$ cat src/rtl/tcm_lsu.sv
`default_nettype none
// ============================================================================
//  Module      : tcm_lsu
//  Description : Load/store initiator for the TCM data port. Accepts one RV32
//                load or store, issues one or two TCM beats, captures the
//                registered TCM read data and returns an aligned, extended
//                single-cycle response.
//  Ports       : i_clk, i_reset (async, active-high)
//                i_req_*  : request from the memory stage (valid/ready)
//                o_rsp_*  : one-cycle response pulse (valid, rdata, err)
//                o_data_* : TCM port (sel, word addr, write, byte mask, wdata)
//                i_data   : TCM registered read data
//  Options     : LSU_MISALIGN_EN - split word-crossing half/word accesses
//                into two TCM beats; undefined -> such accesses error.
//  Revision    : 1.0 - initial release
// ============================================================================
module tcm_lsu #(
    parameter int MEM_ADDR_WIDTH = 8
) (
    input  logic                      i_clk,
    input  logic                      i_reset,
    input  logic                      i_req_valid,
    output logic                      o_req_ready,
    input  logic                      i_req_write,
    input  logic [2:0]                i_req_funct3,
    input  logic [31:0]               i_req_addr,
    input  logic [31:0]               i_req_wdata,
    output logic                      o_rsp_valid,
    output logic [31:0]               o_rsp_rdata,
    output logic                      o_rsp_err,
    output logic                      o_data_sel,
    output logic [MEM_ADDR_WIDTH-1:0] o_data_addr,
    output logic                      o_data_write,
    output logic [3:0]                o_data_mask,
    output logic [31:0]               o_data,
    input  logic [31:0]               i_data
);

`ifdef LSU_MISALIGN_EN
    localparam logic c_misalign = 1'b1;
`else
    localparam logic c_misalign = 1'b0;
`endif

    localparam logic [2:0] S_IDLE    = 3'd0;
    localparam logic [2:0] S_BEAT0   = 3'd1;
    localparam logic [2:0] S_BEAT1   = 3'd2;
    localparam logic [2:0] S_CAPTURE = 3'd3;
    localparam logic [2:0] S_RESP    = 3'd4;

    localparam logic [MEM_ADDR_WIDTH-1:0] c_addr_one = MEM_ADDR_WIDTH'(1);

    logic [2:0]                r_state;
    logic                      r_write;
    logic [2:0]                r_funct3;
    logic [1:0]                r_b;
    logic                      r_split;
    logic [3:0]                r_mask_hi;
    logic [31:0]               r_data_hi;
    logic [31:0]               r_lo;
    logic                      r_rsp_valid;
    logic [31:0]               r_rsp_rdata;
    logic                      r_rsp_err;
    logic                      r_sel;
    logic [MEM_ADDR_WIDTH-1:0] r_addr;
    logic                      r_wr;
    logic [3:0]                r_mask;
    logic [31:0]               r_data;

    // ---- request decode (only consumed at the accept edge) ----
    logic [1:0]  w_b;
    logic [3:0]  w_size_mask;
    logic [7:0]  w_lane_mask;
    logic [63:0] w_wdata64;
    logic        w_split;
    logic        w_addr_err;
    logic        w_f3_err;
    logic        w_req_err;

    assign w_b = i_req_addr[1:0];

    always_comb begin
        w_size_mask = 4'hF;
        case (i_req_funct3[1:0])
            2'b00:   w_size_mask = 4'h1;
            2'b01:   w_size_mask = 4'h3;
            default: w_size_mask = 4'hF;
        endcase
    end

    // Lanes and data laid out across two words; the upper half is beat1.
    assign w_lane_mask = {4'b0000, w_size_mask} << w_b;
    assign w_wdata64   = {32'b0, i_req_wdata} << {w_b, 3'b000};
    assign w_split     = |w_lane_mask[7:4];

    assign w_addr_err = |i_req_addr[31:MEM_ADDR_WIDTH+2];
    // Loads reject 011/110/111; stores reject everything above SW.
    assign w_f3_err   = i_req_write ? (i_req_funct3[2] | (i_req_funct3[1:0] == 2'b11))
                                    : ((i_req_funct3[1:0] == 2'b11) | (i_req_funct3 == 3'b110));
    assign w_req_err  = w_addr_err | w_f3_err | (w_split & ~c_misalign);

    // ---- load data alignment and extension ----
    logic [63:0] w_rd64;
    logic [31:0] w_rd32;
    logic [31:0] w_load_data;

    // For a split load r_lo holds beat0; i_data is always the final beat.
    assign w_rd64 = r_split ? {i_data, r_lo} : {32'b0, i_data};
    assign w_rd32 = 32'(w_rd64 >> {r_b, 3'b000});

    always_comb begin
        w_load_data = w_rd32;
        case (r_funct3)
            3'b000:  w_load_data = {{24{w_rd32[7]}}, w_rd32[7:0]};
            3'b001:  w_load_data = {{16{w_rd32[15]}}, w_rd32[15:0]};
            3'b100:  w_load_data = {24'b0, w_rd32[7:0]};
            3'b101:  w_load_data = {16'b0, w_rd32[15:0]};
            default: w_load_data = w_rd32;
        endcase
    end

    // ---- control and registered outputs ----
    always_ff @(posedge i_clk or posedge i_reset) begin
        if (i_reset) begin
            r_state     <= S_IDLE;
            r_write     <= 1'b0;
            r_funct3    <= 3'b000;
            r_b         <= 2'b00;
            r_split     <= 1'b0;
            r_mask_hi   <= 4'b0000;
            r_data_hi   <= 32'b0;
            r_lo        <= 32'b0;
            r_rsp_valid <= 1'b0;
            r_rsp_rdata <= 32'b0;
            r_rsp_err   <= 1'b0;
            r_sel       <= 1'b0;
            r_addr      <= '0;
            r_wr        <= 1'b0;
            r_mask      <= 4'b0000;
            r_data      <= 32'b0;
        end else begin
            // Response fields are a one-cycle pulse unless set below.
            r_rsp_valid <= 1'b0;
            r_rsp_err   <= 1'b0;
            r_rsp_rdata <= 32'b0;
            case (r_state)
                S_IDLE: begin
                    if (i_req_valid) begin
                        r_write   <= i_req_write;
                        r_funct3  <= i_req_funct3;
                        r_b       <= w_b;
                        r_split   <= w_split;
                        r_mask_hi <= i_req_write ? w_lane_mask[7:4] : 4'b0000;
                        r_data_hi <= w_wdata64[63:32];
                        if (w_req_err) begin
                            r_state     <= S_RESP;
                            r_rsp_valid <= 1'b1;
                            r_rsp_err   <= 1'b1;
                        end else begin
                            r_state <= S_BEAT0;
                            r_sel   <= 1'b1;
                            r_wr    <= i_req_write;
                            r_addr  <= i_req_addr[MEM_ADDR_WIDTH+1:2];
                            r_mask  <= i_req_write ? w_lane_mask[3:0] : 4'b0000;
                            if (i_req_write)
                                r_data <= w_wdata64[31:0];
                        end
                    end
                end
                S_BEAT0: begin
                    if (r_split) begin
                        r_state <= S_BEAT1;
                        r_addr  <= r_addr + c_addr_one;   // wraps at the top word
                        r_mask  <= r_mask_hi;
                        if (r_write)
                            r_data <= r_data_hi;
                    end else begin
                        r_sel  <= 1'b0;
                        r_wr   <= 1'b0;
                        r_mask <= 4'b0000;
                        if (r_write) begin
                            r_state     <= S_RESP;
                            r_rsp_valid <= 1'b1;
                        end else begin
                            r_state <= S_CAPTURE;
                        end
                    end
                end
                S_BEAT1: begin
                    r_lo   <= i_data;   // beat0 read data arrives now
                    r_sel  <= 1'b0;
                    r_wr   <= 1'b0;
                    r_mask <= 4'b0000;
                    if (r_write) begin
                        r_state     <= S_RESP;
                        r_rsp_valid <= 1'b1;
                    end else begin
                        r_state <= S_CAPTURE;
                    end
                end
                S_CAPTURE: begin
                    r_state     <= S_RESP;
                    r_rsp_valid <= 1'b1;
                    r_rsp_rdata <= w_load_data;
                end
                S_RESP: begin
                    r_state <= S_IDLE;
                end
                default: begin
                    r_state <= S_IDLE;
                end
            endcase
        end
    end

    assign o_req_ready  = (r_state == S_IDLE) & ~i_reset;
    assign o_rsp_valid  = r_rsp_valid;
    assign o_rsp_rdata  = r_rsp_rdata;
    assign o_rsp_err    = r_rsp_err;
    assign o_data_sel   = r_sel;
    assign o_data_addr  = r_addr;
    assign o_data_write = r_wr;
    assign o_data_mask  = r_mask;
    assign o_data       = r_data;

endmodule
`default_nettype wire

$ cat config.mk
export PLATFORM = sky130hd
export DESIGN_NAME = tcm_lsu
export DESIGN_NICKNAME = d
export VERILOG_FILES = /design/src/rtl/tcm_lsu.sv
export SDC_FILE = /design/constraint.sdc
export NUM_CORES = 1
export LEC_CHECK = 0
export CORE_MARGIN = 1.5
export CORE_UTILIZATION = 57
export CTS_BUF_LIST = sky130_fd_sc_hd__clkbuf_4
export CTS_CLUSTER_DIAMETER = 150
export DETAILED_ROUTE_END_ITERATION = 16
export PLACE_DENSITY = 0.89
export SLEW_MARGIN = 20
export SYNTH_ARGS = -nofsm -noshare
export SYNTH_HDL_FRONTEND = slang
export SYNTH_SLANG_ARGS = --single-unit
$ cat constraint.sdc
create_clock -name i_clk -period 10.7 [get_ports i_clk]
set_clock_uncertainty 0.1 [all_clocks]
set_input_delay 2.14 -clock i_clk [delete_from_list [all_inputs] [get_ports i_clk]]
set_output_delay 2.14 -clock i_clk [all_outputs]
set_load 0.1 [all_outputs]
==> flow_summary.json <==
{
  "gr-total-overflow": 0,
  "first_global_vias": 6539,
  "postCtsHoldBufs": 0,
  "ys_sh_simple": 0.141,
  "max_freq_ghz": 0.163,
  "p_leak_nw": 4.54,
  "synth_nets": 883,
  "synthArstFlopShare": 1.00,
  "post-place-cells": 1092,
  "flop_cell": "dfrtp_1",
  "setup_viol": 0,
  "wirelength_um": 21800,
  "dpl.hpwl_um": 15000,
  "clk_pin_slew_worst_paths_ns": 0.12,
  "p_per_area_nw_per_um2": 157,
  "die_y_um": 123,
  "chip_area_um2": 15000,
  "worst_setup_path_end_kind": "output port",
  "synth_top_area_share": 0.458,
  "io_pins": 184,
  "ys_sh_aoi": 0.135,
  "fp-utilization": 0.585,
  "hold_viol": 0,
  "finalNonFillerCells": 1124,
  "first_iter_violations": 854,
  "die_x_um": 123,
  "comb_area_um2": 4120,
  "postSynthAreaPerCell_um2": 10.5,
  "insertion_delay_ns": 0.56,
  "rows": 43,
  "grtUsageTotal": 0.299,
  "syn_to_final_growth_pct": 26.3,
  "clock-sinks": 149,
  "ys_top_cells_by_count": "dfrtp_1, nand2_1, nor2_1, mux2_2, a21oi_1",
  "top_logic_kind": "multiplexers",
  "n_fill_cell": 955,
  "gp_congestion": 0.863,
  "vias_per_cell": 6.12,
  "cts.htree.levels": 4,
  "final_nets": 1035,
  "wl_per_cell_um": 19.4,
  "hold_depth": 2,
  "yosysMostFrequentCell": "dfrtp_1",
  "cp.required_ns": 8.46,
  "yosys.area_share.xor_xnor": 0,
  "firstDrtPassIters": 6,
  "mux_share": 0.225,
  "timing_worst_setup_path_type": "primary input to output port",
  "antenna_found_initial": 1,
  "worstMarginPinSlew_ns": 1.06,
  "post_cts_resized": 0,
  "drcViolationCount": 0,
  "grt_max_degree": 80,
  "slew_headroom": 0.294,
  "clock-root-buffer": "clkbuf_4",
  "crit_path_max_fanout": 2,
  "yosys_warnings": 0,
  "yosysChipArea_um2": 8150,
  "ant_nets": 0,
  "clockBufferDepth": 2,
  "finalClockPeriodUsage": 0.575,
  "ys_seq_elements": 149,
  "warnings": 26,
  "cts_buffers": 17,
  "grt_pass1_wl_um": 33900,
  "fa_ha_area_frac": 0.00154,
  "edf_count": 0,
  "synth_seq_share": 0.458,
  "post_cts_buffers": 0,
  "drive_above_1_share": 0.162,
  "status": "complete, no violations",
  "critPathArrivalTime_ns": 3.91,
  "timing.max_cap.violations": 0,
  "cts_tree": "yes",
  "slew_viol_final": 0,
  "tns_ns": 0,
  "r2r_cells": 4,
  "syn_inst": 779,
  "synth.area.top_cells": "dfrtp_1, mux2_2, mux2i_1",
  "hp-class": "flip-flop to flip-flop",
  "ys_cells": 779,
  "vias": 6880,
  "regArea_um2": 3730
}
-- power by group --
part | internal [mW] | switching, mW | total (mW) | leakage [nW]
clock | 0.159 | 0.206 | 0.365 | 0.151
combinational | 0.199 | 0.405 | 0.604 | 2.46
sequential | 0.610 | 0.0384 | 0.648 | 1.93
-- area by class of cell --
| class | count | share of cell area |
|---|---|---|
| diodes | 1 | 0.000243 |
| clock buffers | 17 | 0.0124 |
| clock inverters | 14 | 0.0158 |
| inverters | 7 | 0.00304 |
| multi-input cells | 564 | 0.400 |
| flip-flops and latches | 149 | 0.363 |
| well taps | 180 | 0.0219 |
| repair buffers | 192 | 0.184 |
-- placed cells by master, fill, tap and decap left out, drive strengths merged, types with 2 or more instances in the layout --
master | synthesis | layout
nor3 | 8 | 8
o22a | 7 | 7
o22ai | 4 | 4
a22o | 9 | 9
inv | 5 | 5
o31ai | 12 | 12
buf | 31 | 11
nor3b | 2 | 2
dfrtp | 149 | 149
clkinvlp | 0 | 3
nor4 | 6 | 6
mux2i | 46 | 46
clkdlybuf4s50 | 0 | 181
mux2 | 82 | 82
o211ai | 3 | 3
clkbuf | 28 | 17
and2 | 4 | 4
a21oi | 48 | 48
and3 | 11 | 11
a31oi | 4 | 4
a211oi | 19 | 19
nand2 | 86 | 86
nor2b | 12 | 12
mux4 | 15 | 15
o21ai | 36 | 36
nor2 | 76 | 76
o21a | 7 | 7
nand4 | 4 | 4
nand2b | 11 | 11
bufinv | 0 | 3
clkinv | 2 | 10
nand3 | 27 | 27
a22oi | 13 | 13
-- final timing paths --
| kind | startpoint | end | slack [ns] |
|---|---|---|---|
| worst max-delay path | i_reset | o_req_ready | 4.55 |
| worst min-delay path | r_data_hi[22]$_DFFE_PP0P_ | r_data_hi[22]$_DFFE_PP0P_ | 0.38 |
| worst max register to register | r_b[1]$_DFFE_PP0P_ | o_rsp_rdata[23]$_DFF_PP0_ | 7.29 |
| worst min register to register | r_data_hi[22]$_DFFE_PP0P_ | r_data_hi[22]$_DFFE_PP0P_ | 0.38 |
| max in group asynchronous | i_reset | r_split$_DFFE_PP0P_ | 7.08 |
| min in group asynchronous | i_reset | o_data[23]$_DFFE_PP0P_ | 2.02 |
-- worst max-delay path: stages --
cell and delay (ns):
clkdlybuf4s50_1 0.50, nor2_1 0.13, clkdlybuf4s50_1 1.13
-- state kept, by name (all words and copies together) (netlist names) --
| register | count |
|---|---|
| r_state | 3 |
| r_funct3 | 3 |
| o_data | 32 |
| r_mask_hi | 3 |
| r_split | 1 |
| o_rsp_rdata | 32 |
| r_write | 1 |
| o_rsp_err | 1 |
| o_rsp_valid | 1 |
| r_b | 2 |
| r_data_hi | 24 |
| o_data_sel | 1 |
| o_data_write | 1 |
| o_data_mask | 4 |
| o_data_addr | 8 |
| r_lo | 32 |
-- per-stage QoR --
step	total power, mW	setup WS [ns]	instance area (um^2)
2_1_floorplan	1.10	4.45	8150
3_3_place_gp	1.25	4.57	10000
3_5_place_dp	1.26	4.55	10000
4_1_cts	1.62	4.55	10300
5_1_grt	1.68	4.49	10300
6_report	1.62	4.55	10300
-- routing by layer --
metal,track usage,routed length (um)
met1,0.396,8820
met2,0.475,10500
met3,0.0604,1620
met4,0.139,803
met5,0,0
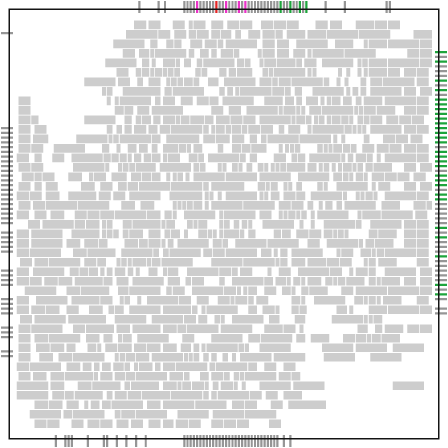
(ports around the boundary)
Pins as bars across the die edge, other pins in grey.
port	colour	pins	direction	edge
i_req_wdata	green	32	input	28 east, 4 north
i_reset	red	1	input	north
o_data_mask	magenta	4	output	north

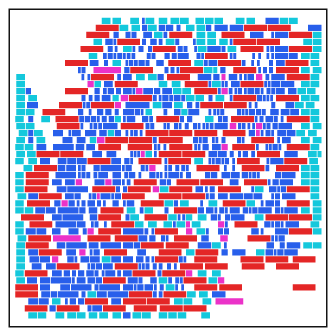
(placement by cell class)
class	colour	cells	share of their area
clock drivers and dummy loads	magenta	31	2.9%
remaining buffers and delay cells	cyan	192	19%
remaining logic cells	blue	571	41%
registers	red	149	37%
design area: 10300 um^2
Seq area share: 0.363
Core ar.: 13900 um^2
Final Util: 0.739

Power figures rest on the tool's default switching activity, not on a simulated workload.
